==> src/rtl/ps2_codes_pkg.sv <==
// Shared PS/2 scan-code set 2 constants, decoder state encoding and key helpers.
package ps2_codes_pkg;

  localparam int unsigned BYTE_W = 8;
  localparam int unsigned HELD_W = 3;

  localparam logic [BYTE_W-1:0] PS2_BREAK  = 8'hF0;
  localparam logic [BYTE_W-1:0] PS2_EXT    = 8'hE0;
  localparam logic [BYTE_W-1:0] PS2_PAUSE  = 8'hE1;
  localparam logic [BYTE_W-1:0] PS2_BAT_OK = 8'hAA;
  localparam logic [BYTE_W-1:0] PS2_ACK    = 8'hFA;
  localparam logic [BYTE_W-1:0] PS2_RESEND = 8'hFE;
  localparam logic [BYTE_W-1:0] PS2_OVR0   = 8'h00;
  localparam logic [BYTE_W-1:0] PS2_OVR1   = 8'hFF;

  localparam logic [BYTE_W-1:0] KEY_HIT    = 8'h33;
  localparam logic [BYTE_W-1:0] KEY_STAND  = 8'h1B;
  localparam logic [BYTE_W-1:0] KEY_DEAL   = 8'h23;

  localparam int unsigned HELD_HIT   = 0;
  localparam int unsigned HELD_STAND = 1;
  localparam int unsigned HELD_DEAL  = 2;

  typedef logic [HELD_W-1:0] key_vec_t;

  typedef enum logic [2:0] {
    S_IDLE      = 3'd0,
    S_BREAK     = 3'd1,
    S_EXT       = 3'd2,
    S_EXT_BREAK = 3'd3,
    S_PAUSE     = 3'd4
  } state_t;

  // One-hot position of a mapped key in the held vector, zero for anything else.
  function automatic key_vec_t key_mask(input logic [BYTE_W-1:0] code);
    key_vec_t m;
    m = '0;
    case (code)
      KEY_HIT:   m[HELD_HIT]   = 1'b1;
      KEY_STAND: m[HELD_STAND] = 1'b1;
      KEY_DEAL:  m[HELD_DEAL]  = 1'b1;
      default:   m = '0;
    endcase
    return m;
  endfunction

  function automatic logic is_prefix(input logic [BYTE_W-1:0] code);
    return (code == PS2_BREAK) || (code == PS2_EXT) || (code == PS2_PAUSE);
  endfunction

endpackage

==> src/rtl/ps2_key_decoder_seq_timer.sv <==
// Stall timer for multi-byte PS/2 sequences; expires on the edge the count reaches CYCLES-1.
module ps2_seq_timer #(
  parameter int unsigned CYCLES = 1000000
) (
  input  logic clk,
  input  logic rst_n,
  input  logic i_en,
  input  logic i_clr,
  output logic o_expire_c
);

  localparam int unsigned CNT_W = (CYCLES > 2) ? $clog2(CYCLES) : 1;
  localparam logic [CNT_W-1:0] LAST_QUIET = CNT_W'(CYCLES - 2);

  logic [CNT_W-1:0] r_count;

  // Expiry ignores i_clr so a strobe landing on the final edge still loses to the timeout.
  assign o_expire_c = i_en && (r_count == LAST_QUIET);

  always_ff @(posedge clk or negedge rst_n) begin
    if (!rst_n) begin
      r_count <= '0;
    end else if (!i_en || i_clr || o_expire_c) begin
      r_count <= '0;
    end else begin
      r_count <= r_count + CNT_W'(1);
    end
  end

endmodule

==> src/rtl/ps2_key_decoder.sv <==
// Scan-code set 2 decoder producing first-make hit/stand/deal pulses for the blackjack FSM.
module ps2_key_decoder
  import ps2_codes_pkg::*;
#(
  parameter int unsigned TIMEOUT_CYCLES = 1000000,
  parameter int unsigned PAUSE_TAIL     = 7
) (
  input  logic             clk,
  input  logic             rst_n,
  input  logic [BYTE_W-1:0] received_data,
  input  logic             received_data_en,
  output logic             hit_pressed,
  output logic             stand_pressed,
  output logic             deal_pressed,
  output logic [HELD_W-1:0] key_held,
  output logic [BYTE_W-1:0] last_code,
  output logic             seq_timeout
);

  localparam int unsigned SKIP_W = (PAUSE_TAIL > 0) ? $clog2(PAUSE_TAIL + 1) : 1;

  state_t            r_state;
  state_t            w_state_nxt;
  state_t            w_eff_state;
  logic              w_busy;
  logic              w_expire;

  logic [SKIP_W-1:0] r_skip;
  logic [SKIP_W-1:0] w_skip_nxt;
  key_vec_t          r_held;
  key_vec_t          w_held_nxt;
  key_vec_t          r_pulse;
  key_vec_t          w_pulse_nxt;
  key_vec_t          w_mask;
  logic [BYTE_W-1:0] r_last;
  logic [BYTE_W-1:0] w_last_nxt;
  logic              r_timeout;

  assign w_busy = (r_state != S_IDLE);

  ps2_seq_timer #(
    .CYCLES (TIMEOUT_CYCLES)
  ) u_timer (
    .clk        (clk),
    .rst_n      (rst_n),
    .i_en       (w_busy),
    .i_clr      (received_data_en),
    .o_expire_c (w_expire)
  );

  // An abandoned sequence means the current byte is seen from S_IDLE.
  always_comb begin
    w_eff_state = r_state;
    if (w_expire) begin
      w_eff_state = S_IDLE;
    end
  end

  always_ff @(posedge clk or negedge rst_n) begin
    if (!rst_n) begin
      r_state <= S_IDLE;
    end else begin
      r_state <= w_state_nxt;
    end
  end

  always_comb begin
    w_state_nxt = w_eff_state;
    if (received_data_en) begin
      case (w_eff_state)
        S_IDLE: begin
          if (received_data == PS2_BREAK) begin
            w_state_nxt = S_BREAK;
          end else if (received_data == PS2_EXT) begin
            w_state_nxt = S_EXT;
          end else if (received_data == PS2_PAUSE) begin
            w_state_nxt = S_PAUSE;
          end else begin
            w_state_nxt = S_IDLE;
          end
        end
        S_BREAK:     w_state_nxt = S_IDLE;
        S_EXT:       w_state_nxt = (received_data == PS2_BREAK) ? S_EXT_BREAK : S_IDLE;
        S_EXT_BREAK: w_state_nxt = S_IDLE;
        S_PAUSE: begin
          if (r_skip <= SKIP_W'(1)) begin
            w_state_nxt = S_IDLE;
          end
        end
        default:     w_state_nxt = S_IDLE;
      endcase
    end
  end

  always_comb begin
    w_pulse_nxt = '0;
    w_held_nxt  = r_held;
    w_last_nxt  = r_last;
    w_skip_nxt  = r_skip;
    w_mask      = key_mask(received_data);
    if (received_data_en) begin
      if ((w_eff_state != S_PAUSE) && !is_prefix(received_data)) begin
        w_last_nxt = received_data;
      end
      case (w_eff_state)
        S_IDLE: begin
          if (received_data == PS2_PAUSE) begin
            w_skip_nxt = SKIP_W'(PAUSE_TAIL);
          end else if ((received_data == PS2_OVR0) || (received_data == PS2_OVR1)) begin
            w_held_nxt = '0;
          end else if ((w_mask != '0) && ((w_mask & r_held) == '0)) begin
            w_held_nxt  = r_held | w_mask;
            w_pulse_nxt = w_mask;
          end
        end
        S_BREAK: w_held_nxt = r_held & ~w_mask;
        S_PAUSE: w_skip_nxt = r_skip - SKIP_W'(1);
        default: w_held_nxt = r_held;
      endcase
    end
  end

  always_ff @(posedge clk or negedge rst_n) begin
    if (!rst_n) begin
      r_skip    <= '0;
      r_held    <= '0;
      r_pulse   <= '0;
      r_last    <= '0;
      r_timeout <= 1'b0;
    end else begin
      r_skip    <= w_skip_nxt;
      r_held    <= w_held_nxt;
      r_pulse   <= w_pulse_nxt;
      r_last    <= w_last_nxt;
      r_timeout <= w_expire;
    end
  end

  assign hit_pressed   = r_pulse[HELD_HIT];
  assign stand_pressed = r_pulse[HELD_STAND];
  assign deal_pressed  = r_pulse[HELD_DEAL];
  assign key_held      = r_held;
  assign last_code     = r_last;
  assign seq_timeout   = r_timeout;

endmodule

==> config.mk <==
export PLATFORM = sky130hd
export DESIGN_NAME = ps2_key_decoder
export DESIGN_NICKNAME = d
export VERILOG_FILES = /design/src/rtl/ps2_codes_pkg.sv /design/src/rtl/ps2_key_decoder_seq_timer.sv /design/src/rtl/ps2_key_decoder.sv
export SDC_FILE = /design/constraint.sdc
export NUM_CORES = 1
export LEC_CHECK = 0
export ABC_AREA = 1
export CAP_MARGIN = 5
export CELL_PAD_IN_SITES_DETAIL_PLACEMENT = 0
export CELL_PAD_IN_SITES_GLOBAL_PLACEMENT = 1
export CORE_ASPECT_RATIO = 2
export CORE_MARGIN = 4
export CORE_UTILIZATION = 37
export DETAILED_ROUTE_END_ITERATION = 16
export GPL_ROUTABILITY_DRIVEN = 0
export PLACE_DENSITY = 0.78
export SYNTH_ARGS = -nofsm -noshare
export SYNTH_HDL_FRONTEND = slang
export SYNTH_SLANG_ARGS = --single-unit
==> constraint.sdc <==
create_clock -name clk -period 1.5 [get_ports clk]
set_input_delay 0.3 -clock clk [delete_from_list [all_inputs] [get_ports clk]]
set_output_delay 0.3 -clock clk [all_outputs]
set_load 0.1 [all_outputs]
==> out/highlights.md, run 1 <==
### Outcome
• **result of the run** finished, violations left
• **failing checks** setup timing

### Timing
• **final worst-path cycle share** 1.072
• **post-route setup slack** -0.1082 ns
• **sum of negative setup slack** -1.673 ns
• **maximum clock skew at final layout** 0.004073 ns
• **worst-case headroom to the max-slew limit** 0.7510
• **Slew Viols, Final** 0
• **final hold slack** 0.4194 ns
• **achievable clock frequency** 621.8 MHz
• **count of final hold-check violations** 0
• **setup repair after global routing missed its margin** true
• **final period demand of the worst path** 1.608 ns
• **setup violation total in the final timing report** 35
• **slew at the pin closest to its max-slew limit** 0.3701 ns

### Pwr
• **fraction of power spent switching nets** 0.3557
• **power group with the highest consumption** registers
• **power per standard cell area** 881.1 nW/um^2
• **leakage power summed over all cells** 1.951 nW
• **Power Clock** 1.16 mW
• **largest vdd supply drop** 620.2 uV
• **Clk network pwr share** 0.315
• **sequential share of power** 0.353
• **combinational power share** 0.332
• **P_seq** 1.30 mW
• **switching power of the nets** 1.309 mW
• **internal power of the cells** 2.371 mW
• **power dissipated in combinational cells** 1.22 mW

### Yosys
• **Complex Gates by Area** 0.04131
• **number of storage elements in the synthesis netlist** 41
• **synthesis area per yosys** 2362 um^2
• **Net Count, Synth** 341
• **share of synthesized cell area in and, or, nand and nor gates** 0.3867
• **yosys stat cell total** 327
• **area fraction in full adders, half adders and majority gates** 0.01589
• **synthesized area per cell** 7.224 um^2
• **Mux cell area share** 0
• **Top logic family** simple AND/OR/NAND/NOR gates
• **post-synth design cell area** 2362 um^2
• **Distinct cells, synth** 28
• **XORs/XNORs by Area** 0.04078
• **post-synthesis sequential area ratio** 0.4343
• **tally of yosys warning messages** 0
• **cells after synthesis** 327

### Global route
• **antenna violations before repair** 0
• **global-route wire length before repair** 12,300 um
• **global route overflow** 0
• **maximum number of pins on one net before global-route repair** 42
• **number of global-route vias before repair** 2,750

### Floorplan
• **starting utilization of the core area** 0.3774
• **Vert. Die Dim** 121 um
• **# Taps** 86
• **placeable core region** 6259 um^2
• **boundary pin count** 26
• **Std-Cell Rows** 41
• **total die size** 7805 um^2
• **Chip Width** 64.50 um

### Layout
• **Clock buffers and inverters, area share** 0.03775
• **layout cell share with drive strength beyond 1** 0.4603
• **layout overhead on the synthesized area** 76.80%
• **Flop Count** 41
• **count of nets after finishing** 454
• **leading cell category by total area** combinational gates
• **final standard cell utilization of the core** 0.6673
• **area occupied by registers** 1032 um^2
• **nonclk inv count** 41
• **combinational share of cell area** 0.3847
• **total number of multi-input combinational cells** 240
• **fin cells** 527
• **fill cell instance count of the final layout** 547
• **portion of the layout cell area used by non-clock buffers** 0.2666
• **Seq/total area** 0.2472
• **# diodes** 0
• **non-clock buffer total of the final layout** 111
• **number of clock buffers in the layout** 7
• **multi-input gate area in the final layout** 1607 um^2

### Run
• **reported max-cap violation count** 0
• **count of tool warnings** 30

### Worst setup path
• **CP Data Required Time** 1.71 ns
• **FF-to-FF Start** u_timer.r_count[0]
• **Worst Reg2Reg Path Length in Cells** 11
• **crit start category** flop
• **reg-to-reg critical path endpoint** r_skip[2]
• **worst endpoint data arrival time** 1.82 ns
• **Slowest Stage Delay on Critical Path** 0.44 ns
• **critical-path cell with the highest stage delay** dfrtp_2
• **ordered list of cells on the worst path** inv_2 > ha_4 > nand3_4 > nor2_4 > nand3_4 > nand2_4 > buf_6 > nand2_4 > nand3_4 > nand2_1 > o21ai_1
• **largest fanout on the critical path** 5
• **cell repeated most along the worst path** nand3_4
• **critical path class** flop to flop
• **worst reg2reg setup slack** -0.11 ns
• **element type at the critical path end** flop

### Placement
• **cell total after placement** 508
• **Post-DP HPWL** 5491 um
• **number of buffer cells added on primary ports** 25

### Drt
• **post-route ant nets** 0
• **initial DRC count** 116
• **Via density** 4.951
• **drt pass-1 iters** 4
• **# DRC** 0

### Clock network
• **clock root buffer master** clkbuf_16
• **clock network latency to the later pin of the worst-skew pair** 0.29 ns
• **buffers from clock root to sink, at most** 2
• **TritonCTS Buffers** 5
• **clock-pin slew on the worst setup and hold paths** 0.06 ns
• **CTS HTree Levels** 2
• **clock tree from TritonCTS** yes
• **Num Clock Sinks** 41

### Min path
• **worst min-delay path startpoint** received_data[5]
• **Hold/Removal Path Class** input port to flop
• **endpoint of the worst hold-timing path** last_code[5]
• **Hold Path Cell Cnt** 4

==> run 1: layout by cell type (no fill, tap or decap), types with 8 or more instances in the layout <==
master	n
buf_12	19
buf_4	76
dfrtp_1	36
inv_1	35
nand2_1	75
nand2_2	12
nand3_1	20
nand3_4	8
nand4_1	9
nor2_1	29
nor2_2	20
nor2_4	11
==> run 1: what timing repair did <==
item                                    4_1_cts  5_1_grt
setup buffers                                 5        5
hold endpoints to repair                     41        0
gates cloned                                  2        0
resized                                      74       54
hold buffers                                  1        0
pin swaps                                    18       34
endpoints found under the setup margin       40       40
==> run 1: flip-flops by register name, summed over array words and instances, names as in the netlist <==
name and count:
u_timer.r_count 20, r_skip 3, seq_timeout 1, key_held 3, r_state 3, last_code 8
r_pulse 3
==> run 1: synthesized netlist by cell type <==
library cell	n	area [um^2]
nand4_1	9	56.30
a21oi_1	6	30.03
inv_1	40	150.1
ha_1	3	37.54
nor3b_1	4	30.03
buf_2	2	10.01
clkbuf_2	1	5.000
xor2_1	6	52.55
o21ai_2	2	17.52
nor2_2	3	18.77
dfrtp_1	41	1026
o21ai_1	3	15.01
inv_2	1	3.750
nor4_1	3	18.77
nor3_2	1	10.01
nor2_1	57	214.0
nand2_2	4	25.02
o21ai_0	1	5.000
nand3_1	31	155.2
o31ai_1	1	7.510
nor3_1	7	35.03
nand3_2	1	10.01
o21a_1	2	15.01
buf_6	2	22.52
a211oi_1	1	7.510
xnor2_1	5	43.79
nand2_1	89	334.1
or2_0	1	6.260
==> run 1: logic make-up after synthesis <==
family                   after synthesis
buffers and inverters                 46
AND/OR/NAND/NOR                      210
XOR/XNOR                              11
adder cells (fa/ha/maj)                3
flip-flops                            41
AND-OR/OR-AND                         16
==> run 1: how the worst max path moves through the flow <==
stage	startpoint	endpoint	slack, ns	cells after the start
2_1_floorplan	u_timer.r_count[0]	r_skip[2]	-0.008	11
3_3_place_gp	received_data[4]	key_held[1]	-0.63	11
3_5_place_dp	received_data[4]	key_held[2]	-0.62	11
4_1_cts	u_timer.r_count[0]	last_code[2]	-0.14	10
5_1_grt	u_timer.r_count[1]	u_timer.r_count[18]	-0.22	8
6_report	u_timer.r_count[0]	r_skip[2]	-0.11	11
==> run 1: worst max-delay path, delay by kind of cell (launching register included) <==
family                     cells  cell delay [ns]
and+or+nand+nor                7             0.66
DFF                            1             0.44
buffers and inverters          2             0.20
adders and majority gates      1             0.13
AOI/OAI and AO/OA              1             0.09
==> run 1: metal layers <==
metal  global-route usage  wire length [um]  vias up  share of wire
met5                    0                 0        -              0
met4               0.1179               301        0          0.038
met3              0.02966               178       19          0.023
met2               0.4190              4869       51           0.62
met1               0.1788              2555     1281           0.32
li1                     -                 -     1258              -
==> run 1: stage by stage <==
| step | cell area, um^2 | power [mW] | setup slack, ns |
|---|---|---|---|
| 3_3_place_gp | 3420 | 2.324 | -0.6308 |
| 6_report | 4177 | 3.680 | -0.1082 |
| 3_5_place_dp | 3420 | 2.346 | -0.6194 |
| 4_1_cts | 3963 | 3.645 | -0.1381 |
| 5_1_grt | 4177 | 3.814 | -0.2153 |
| 2_1_floorplan | 2366 | 1.876 | -0.008489 |
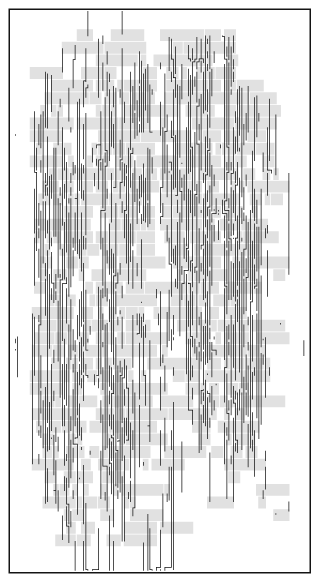
Figure 1: run 1, metal 2.
Cells faint in the background.
nets with wire on the layer: 404
main direction: vertical
wire length on this layer: 4,870 um
share of all routed wire: 62%
detailed-route via count: 2,609
drt total wl: 7905 um
met2 Usage GRT: 0.4190

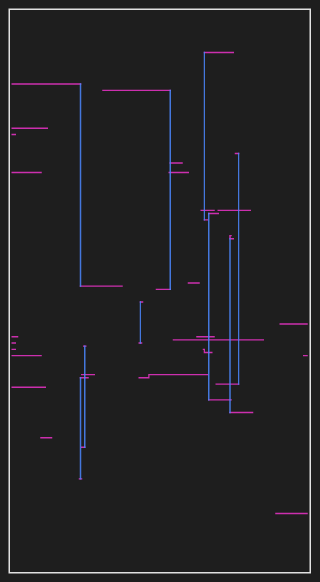
Figure 2: run 1, wiring by layer.
Two of the layers only.
| colour | layer | wire length |
|---|---|---|
| blue | metal 4 | 302 um |
| magenta | metal 3 | 178 um |
overall fraction of global-route tracks in use: 0.2057
routed length per instance: 15.00 um

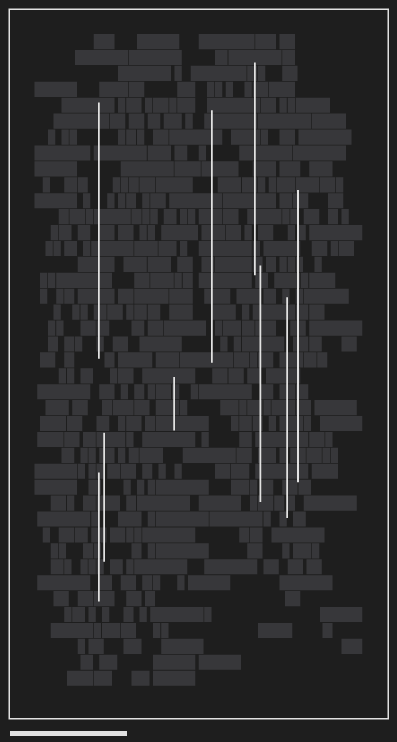
Figure 3: run 1, signal wires on met4.
The bar under the picture is 20 um long. Cells faint in the background.
share of all routed wire: 3.8%
longest straight run: 49.6 um

==> run 2, diff against run 1 <==
Settings changed: CTS_BUF_LIST set to sky130_fd_sc_hd__clkbuf_8 sky130_fd_sc_hd__clkbuf_16.
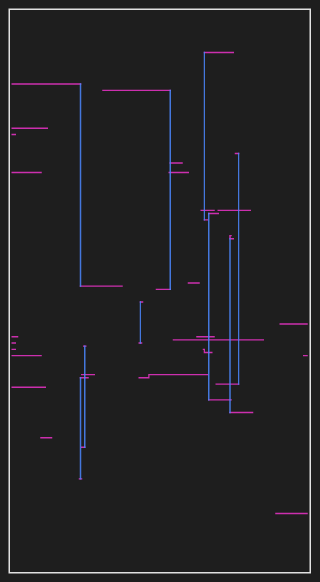
Figure 4: run 2, wiring by layer.
Two of the layers only.
| colour | layer | wire length |
|---|---|---|
| blue | metal 4 | 302 um |
| magenta | metal 3 | 178 um |

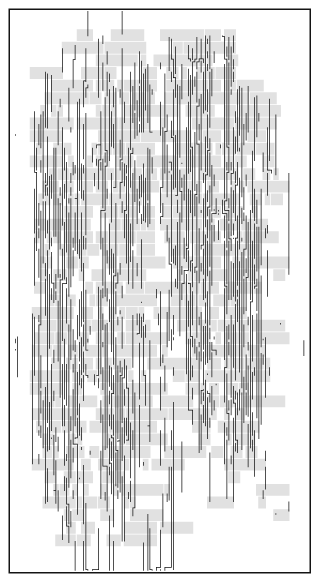
Figure 5: run 2, metal 2.
Cells faint in the background.
nets with wire on the layer: 404
longest straight run: 45.6 um

==> run 2 against run 1 <==
Net effect: global-route usage is the same; synthesized cell count is the same; clock skew is the same; worst hold slack is the same; die size is the same; combinational power is essentially flat; the run still ends with setup timing left; synthesized area is the same; core utilization is the same; sequential power is essentially flat; cell area is the same; routed wire length is the same; highest routed layer unchanged.
==> out/highlights.md, run 2 <==
### Timing
• **post-route setup slack** -0.1082 ns, unchanged
• **sum of negative setup slack** -1.673 ns, unchanged
• **final worst-path cycle share** 1.072, unchanged
• **worst-case headroom to the max-slew limit** 0.7510, unchanged
• **achievable clock frequency** 621.8 MHz, unchanged
• **final hold slack** 0.4194 ns, unchanged
• **final period demand of the worst path** 1.608 ns, unchanged
• **count of final hold-check violations** 0, unchanged
• **setup violation total in the final timing report** 35, unchanged

### Floorplan
• **Chip Width** 64.50 um, unchanged
• **Std-Cell Rows** 41, unchanged
• **total die size** 7805 um^2, unchanged
• **boundary pin count** 26, unchanged
• **placeable core region** 6259 um^2, unchanged
• **Vert. Die Dim** 121 um, unchanged
• **starting utilization of the core area** 0.3774, unchanged

### Worst setup path
• **cell family with the largest share of critical-path delay** simple AND/OR/NAND/NOR gates, unchanged
• **worst path bufs/invs** 2, unchanged
• **largest fanout on the critical path** 5, unchanged
• **critical-path cell with the highest stage delay** dfrtp_2, unchanged
• **Slowest Stage Delay on Critical Path** 0.44 ns, about the same
• **ordered list of cells on the worst path** inv_2 > ha_4 > nand3_4 > nor2_4 > nand3_4 > nand2_4 > buf_6 > nand2_4 > nand3_4 > nand2_1 > o21ai_1, unchanged
• **element type at the critical path end** flop, unchanged
• **CP Data Required Time** 1.71 ns, about the same

### Yosys
• **Commonest cells post-synth** nand2_1, nor2_1, dfrtp_1, unchanged
• **synthesis area per yosys** 2362 um^2, unchanged
• **cells after synthesis** 327, unchanged
• **flip-flops with a built-in enable** 0, unchanged
• **share of the synthesized area in the top cell type** 0.4343, unchanged
• **Mux cell area share** 0, unchanged
• **post-synth design cell area** 2362 um^2, unchanged
• **Net Count, Synth** 341, unchanged
• **post-synthesis sequential area ratio** 0.4343, unchanged
• **number of storage elements in the synthesis netlist** 41, unchanged
• **area fraction in full adders, half adders and majority gates** 0.01589, unchanged
• **Complex Gates by Area** 0.04131, unchanged
• **proportion of register bits with asynchronous set or reset after synthesis** 1.000, unchanged
• **yosys stat cell total** 327, unchanged
• **Largest cells by area** dfrtp_1, nand2_1, nor2_1, unchanged
• **Distinct cells, synth** 28, unchanged
• **tally of yosys warning messages** 0, unchanged
• **XORs/XNORs by Area** 0.04078, unchanged

### Global route
• **antenna violations before repair** 0, unchanged
• **number of global-route vias before repair** 2,750, unchanged
• **overall fraction of global-route tracks in use** 0.2057, unchanged
• **global route overflow** 0, unchanged

### Drt
• **# DRC** 0, unchanged
• **drt total wl** 7905 um, unchanged
• **detailed-route via count** 2,609, unchanged
• **routed length per instance** 15.00 um, unchanged
• **Via density** 4.951, unchanged
• **initial DRC count** 116, unchanged
• **drt pass-1 iters** 4, unchanged

### Clock network
• **clock-pin slew on the worst setup and hold paths** 0.06 ns, about the same
• **clock network latency to the later pin of the worst-skew pair** 0.29 ns, about the same
• **CTS HTree Levels** 2, unchanged
• **Num Clock Sinks** 41, unchanged
• **buffers from clock root to sink, at most** 2, unchanged
• **clock tree from TritonCTS** yes, unchanged

### Layout
• **dominant logic cell types in the final layout** buf_4, nand2_1, dfrtp_1, unchanged
• **register bank with the most flops** u_timer.r_count, unchanged
• **number of flip-flops in the largest register** 20, unchanged
• **count of nets after finishing** 454, unchanged
• **# diodes** 0, unchanged

### Pwr
• **power per standard cell area** 881.1 nW/um^2, unchanged
• **largest vdd supply drop** 620.2 uV, unchanged
• **leakage power summed over all cells** 1.951 nW, unchanged

### Outcome
• **failing checks** setup timing, unchanged
• **result of the run** finished, violations left, unchanged

### Placement
• **Worst Setup Slack post-DPL** -0.6194 ns, unchanged
• **cell area reported after detailed placement** 3420 um^2, unchanged

### Min path
• **Hold/Removal Path Class** input port to flop, unchanged

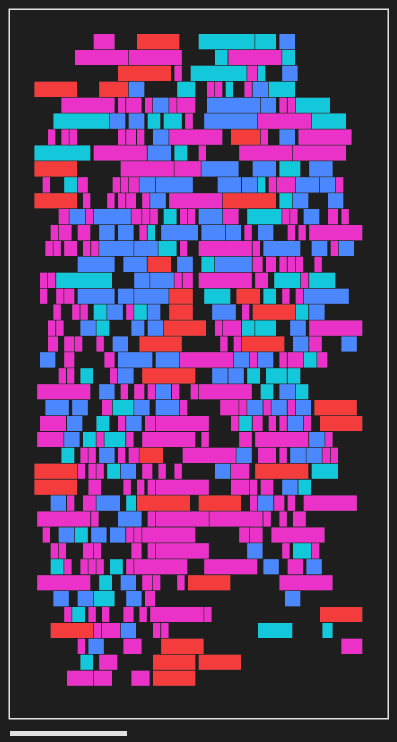
Figure 6: run 2, cells by drive strength.
The bar under the picture is 20 um long.
| colour | size | cells | share |
|---|---|---|---|
| blue | _3 and _4 cells | 108 | 24% |
| magenta | _0 and _1 cells | 238 | 54% |
| cyan | _2 cells | 63 | 14% |
| red | _6 and larger | 32 | 7.3% |
post-route standard cell area excluding fillers: 4177 um^2
layout overhead on the synthesized area: 76.80%
non-clock buffer total of the final layout: 111

==> run 2: cell counts in the layout (fill, tap and decap cells not counted) <==
No cell type changed its count.
==> run 2: repair_timing <==
action                                 in CTS  in global routing
resized                                    74                 54
buffers inserted                            5                  5
endpoints found under the hold margin      41                  0
hold buffers                                1                  0
pin swaps                                  18                 34
cloned                                      2                  0
setup endpoints to repair                  40                 40
==> run 2: where the power goes <==
| part | switching (mW) | internal (mW) | leakage (nW) |
|---|---|---|---|
| combinational | 0.756 | 0.467 | 1.33 |
| clock | 0.453 | 0.705 | 0.0799 |
| sequential | 0.100 | 1.20 | 0.543 |
| total | 1.31 | 2.37 | 1.95 |
==> run 2: logic make-up (layout without fill, tap and decap cells) <==
family | Yosys count | count (layout)
xor+xnor | 11 | 11
buf+inv | 46 | 160
fa+ha+maj | 3 | 3
compound gates | 16 | 16
flops | 41 | 41
simple gates | 210 | 210
==> run 2: cell type report <==
class	count	area [um^2]
fill	547	2082
multi-input combinational	240	1607
timing repair buffer	111	1114
sequential	41	1032
inverter	41	158.9
clock buffer	7	152.6
tap	86	107.6
clock inverter	1	5.005
==> run 2: worst paths after layout <==
kind | from | to | slack [ns] | depth (start not counted)
hold / removal | received_data[5] | last_code[5] | 0.42 | 4
hold reg to reg | r_skip[0] | r_skip[0] | 0.49 | 1
max in group asynchronous | rst_n | key_held[0] | 0.75 | 3
setup / recovery | u_timer.r_count[0] | r_skip[2] | -0.11 | 11
setup reg to reg | u_timer.r_count[0] | r_skip[2] | -0.11 | 11
min in group asynchronous | rst_n | u_timer.r_count[17] | 0.51 | 3
==> run 2: worst register-to-register path: stages, from the launching register on <==
cell and delay, ns:
dfrtp_2 0.44, inv_2 0.08, ha_4 0.13, nand3_4 0.08
nor2_4 0.11, nand3_4 0.12, nand2_4 0.13, buf_6 0.14
nand2_4 0.06, nand3_4 0.10, nand2_1 0.07, o21ai_1 0.09
==> run 2: routing by layer <==
metal / global-route usage / vias to the layer above / wire length, um
met3: 0.02966 / 19 / 178
li1: - / 1258 / -
met1: 0.1788 / 1281 / 2555
met4: 0.1179 / 0 / 301
met5: 0 / - / 0
met2: 0.4190 / 51 / 4869
Power is estimated from default activity; no workload was simulated.
